==> config.mk <==
export PLATFORM = sky130hd
export DESIGN_NAME = seven_seg_scanner
export DESIGN_NICKNAME = d
export VERILOG_FILES = /design/src/rtl/seven_seg_scanner.sv
export SDC_FILE = /design/constraint.sdc
export NUM_CORES = 1
export LEC_CHECK = 0
export CAP_MARGIN = 10
export CORE_MARGIN = 2
export CORE_UTILIZATION = 40
export CTS_CLUSTER_DIAMETER = 80
export DETAILED_ROUTE_END_ITERATION = 8
export GPL_TIMING_DRIVEN = 1
export HOLD_SLACK_MARGIN = 0.06
export PLACE_DENSITY = 0.6
export SETUP_SLACK_MARGIN = 0.3
export SLEW_MARGIN = 20
export SYNTH_ARGS = -nofsm -noshare
export SYNTH_HDL_FRONTEND = slang
export SYNTH_SLANG_ARGS = --single-unit
export TNS_END_PERCENT = 10
==> constraint.sdc <==
create_clock -name clk_in -period 4.3 [get_ports clk_in]
set_clock_uncertainty 0.15 [all_clocks]
set_input_delay 1.075 -clock clk_in [delete_from_list [all_inputs] [get_ports clk_in]]
set_output_delay 1.075 -clock clk_in [all_outputs]
set_load 0.02 [all_outputs]
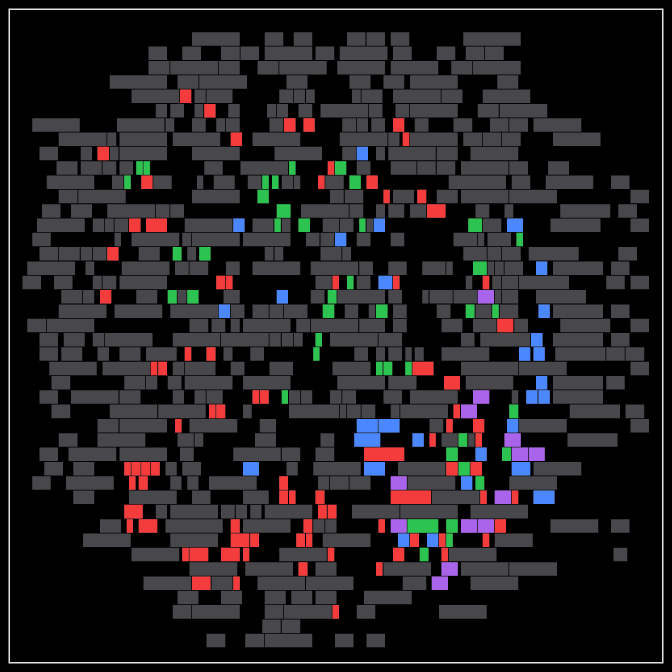
**Above:** logic cells by family.
color	family	cells
green	NAND gates	42
purple	XOR/XNOR gates	13
blue	AND and OR gates	29
red	NOR gates	85
most common library cell in the layout ignoring fill and taps: sky130_fd_sc_hd__dfrtp_1
non-filler cells in the finished layout: 790
combinational fraction of the cell area: 35.9%

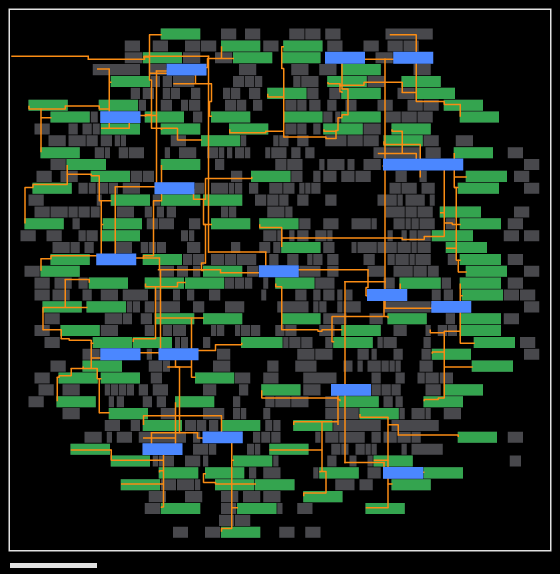
**Above:** routed clock nets over the placement.
The bar under the picture is 20 um long.
[orange] clock wires | length: 1620 um
[green] flip-flops | count: 115
[blue] cells driving clock nets | count: 17
routed clock nets	18
power dissipated in the clock network: 1.68 mW
clock network power share: 56.7%
clock insertion delay at the later pin of the skew report: 0.42 ns

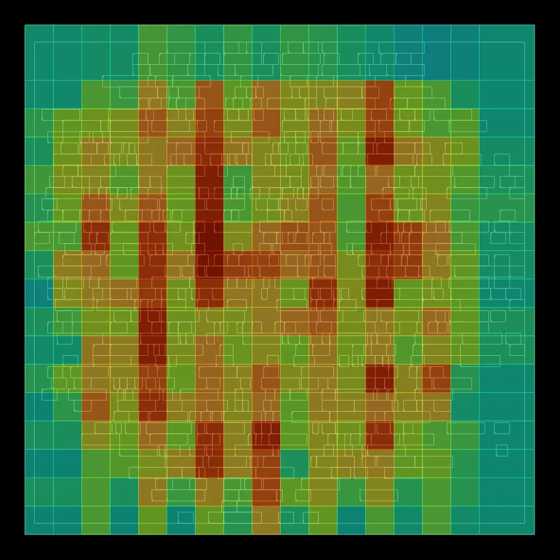
**Above:** congestion heat map.
routed wire length per instance: 18.4 um
fraction of met3 tracks used by global routing: 4.62%
met1 layer usage reported by global route: 28.4%
Final Util: 53.3%

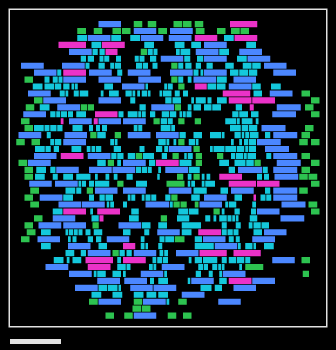
**Above:** placement by cell class.
The bar under the picture is 20 um long.
color	class	cells
magenta	clock drivers and dummy loads	32
blue	flip-flops	115
cyan	all other logic	368
green	other buffers and delay cells	95
finished layout cell area: 0.00742 mm^2
flop share of the area: 39.0%
standard-cell row count: 43

==> results.py <==
# Metrics from the implementation run
metrics = {
    "status": {
        "status": "completed",
    },
    "die": {
        "dieWidth_um": 124,
        "pre_placement_core_utilization_pct": 41.2,
        "fp.dieArea_mm2": 0.0153,
        "fp.coreArea_mm2": 0.0139,
        "die_h_um": 124,
        "top_level_ports": 60,
        "tapCellCount": 180,
    },
    "pwr": {
        "finalPower_mw": 2.97,
        "pwr-share-comb_pct": 4.4,
        "share_of_power_burned_in_registers_pct": 38.9,
        "p_sw_share_pct": 19.3,
        "vdd_ir_drop_max_mv": 0.240,
        "internal_power_mw": 2.39,
    },
    "finish": {
        "num-nets-final": 650,
        "final_layout_size_suffix_gt1_share_pct": 26.7,
        "fillCellCount": 1203,
        "clock_cell_area_share_pct": 9.42,
        "area_dominant_class": "sequential cells",
        "mostFrequentLayoutCells": "99 x sky130_fd_sc_hd__dfrtp_1, 58 x sky130_fd_sc_hd__clkdlybuf4s50_1, 44 x sky130_fd_sc_hd__mux2_2",
        "bufAreaShareNonClock_pct": 11.9,
        "flow.area_growth_from_synthesis_pct": 29.2,
        "inverters_excl_clock": 13,
        "layout.sequential_cells": 115,
        "n_all_buffers": 95,
        "clockBufferCount": 22,
    },
    "synth": {
        "syn-instance-count": 519,
        "async_flop_share_pct": 100,
        "logic_family_by_area": "simple AND/OR/NAND/NOR gates",
        "synth.area.mux_share_pct": 11.1,
        "syn_nets": 572,
        "aoi_share_pct": 14.8,
        "number_of_standard_cells_reported_by_yosys": 519,
        "ys_seq_share_pct": 50.4,
        "yosysTopAreaCell": "sky130_fd_sc_hd__dfrtp_1",
        "portion_of_synthesized_cell_area_occupied_by_the_leading_cell_type_pct": 43.1,
        "synthAdderAreaFrac_pct": 2.18,
        "synth_flop_count": 115,
        "distinct_cells_synth": 64,
        "enable_flop_cells": 0,
        "primary_flip_flop_cell_chosen_by_synthesis_mapping": "sky130_fd_sc_hd__dfrtp_1",
        "ys_area_mm2": 0.00574,
        "synth-warning-count": 0,
        "most_common_cell": "sky130_fd_sc_hd__dfrtp_1",
    },
    "setup_path": {
        "crit_type": "in -> reg",
        "critical_path_required_ns": 4.46,
        "path_depth": 12,
        "worst_path_bufs_invs": 3,
        "timing.critical_path.cells": "clkdlybuf4s50_1 > buf_4 > and2_0 > a32o_1 > a221o_1 > mux2_2 > o32ai_1 > nor3_2 > inv_1 > ha_1 > nor4b_1 > a311oi_1",
        "reg2regPathDepth": 12,
        "r2r_setup_slack_ns": 0.50,
    },
    "cts": {
        "numCtsBuffers": 17,
        "cts.sinks": 115,
        "tritoncts_clock_tree": "built",
        "clockBufferDepth": 2,
        "cts_root_buffer": "sky130_fd_sc_hd__clkbuf_16",
        "cts.repair_timing.setup_buffer_count": 0,
        "cts.clk_slew.worst_paths_ns": 0.06,
        "cts_htree_levels": 4,
    },
    "final_timing": {
        "timing.final.setup_violations": 0,
        "fin_crit_ns": 3.87,
        "timing.hold.ws_ns": 0.327,
        "setup_tns_ns": 0,
        "maxSlewHeadroom_pct": 46.4,
        "min_period_over_period_pct": 90.0,
        "tightestPinTransition_ns": 0.801,
        "fin_ws_ns": 0.432,
    },
    "route": {
        "via_count": 4550,
        "routed_wirelength_mm": 14.6,
        "drtPass1Iterations": 5,
        "detail_route.vias_per_cell": 5.76,
        "wl_met3_um": 659,
    },
    "grt": {
        "global_route.usage.met2_pct": 29.9,
        "antenna_found_initial": 0,
        "global_route.usage.total_pct": 20.0,
        "grt.overflow.total": 0,
    },
    "min_path": {
        "hold_class": "reg -> reg",
    },
    "placed_design": {
        "gpl.final_weighted_congestion": 0.887,
        "placedCellCount": 749,
        "port_buffers": 59,
    },
    "job": {
        "maxCapViolCount": 0,
        "tool_warnings": 33,
    },
}
No activity file was given, so power comes from the tool's default toggle rates.
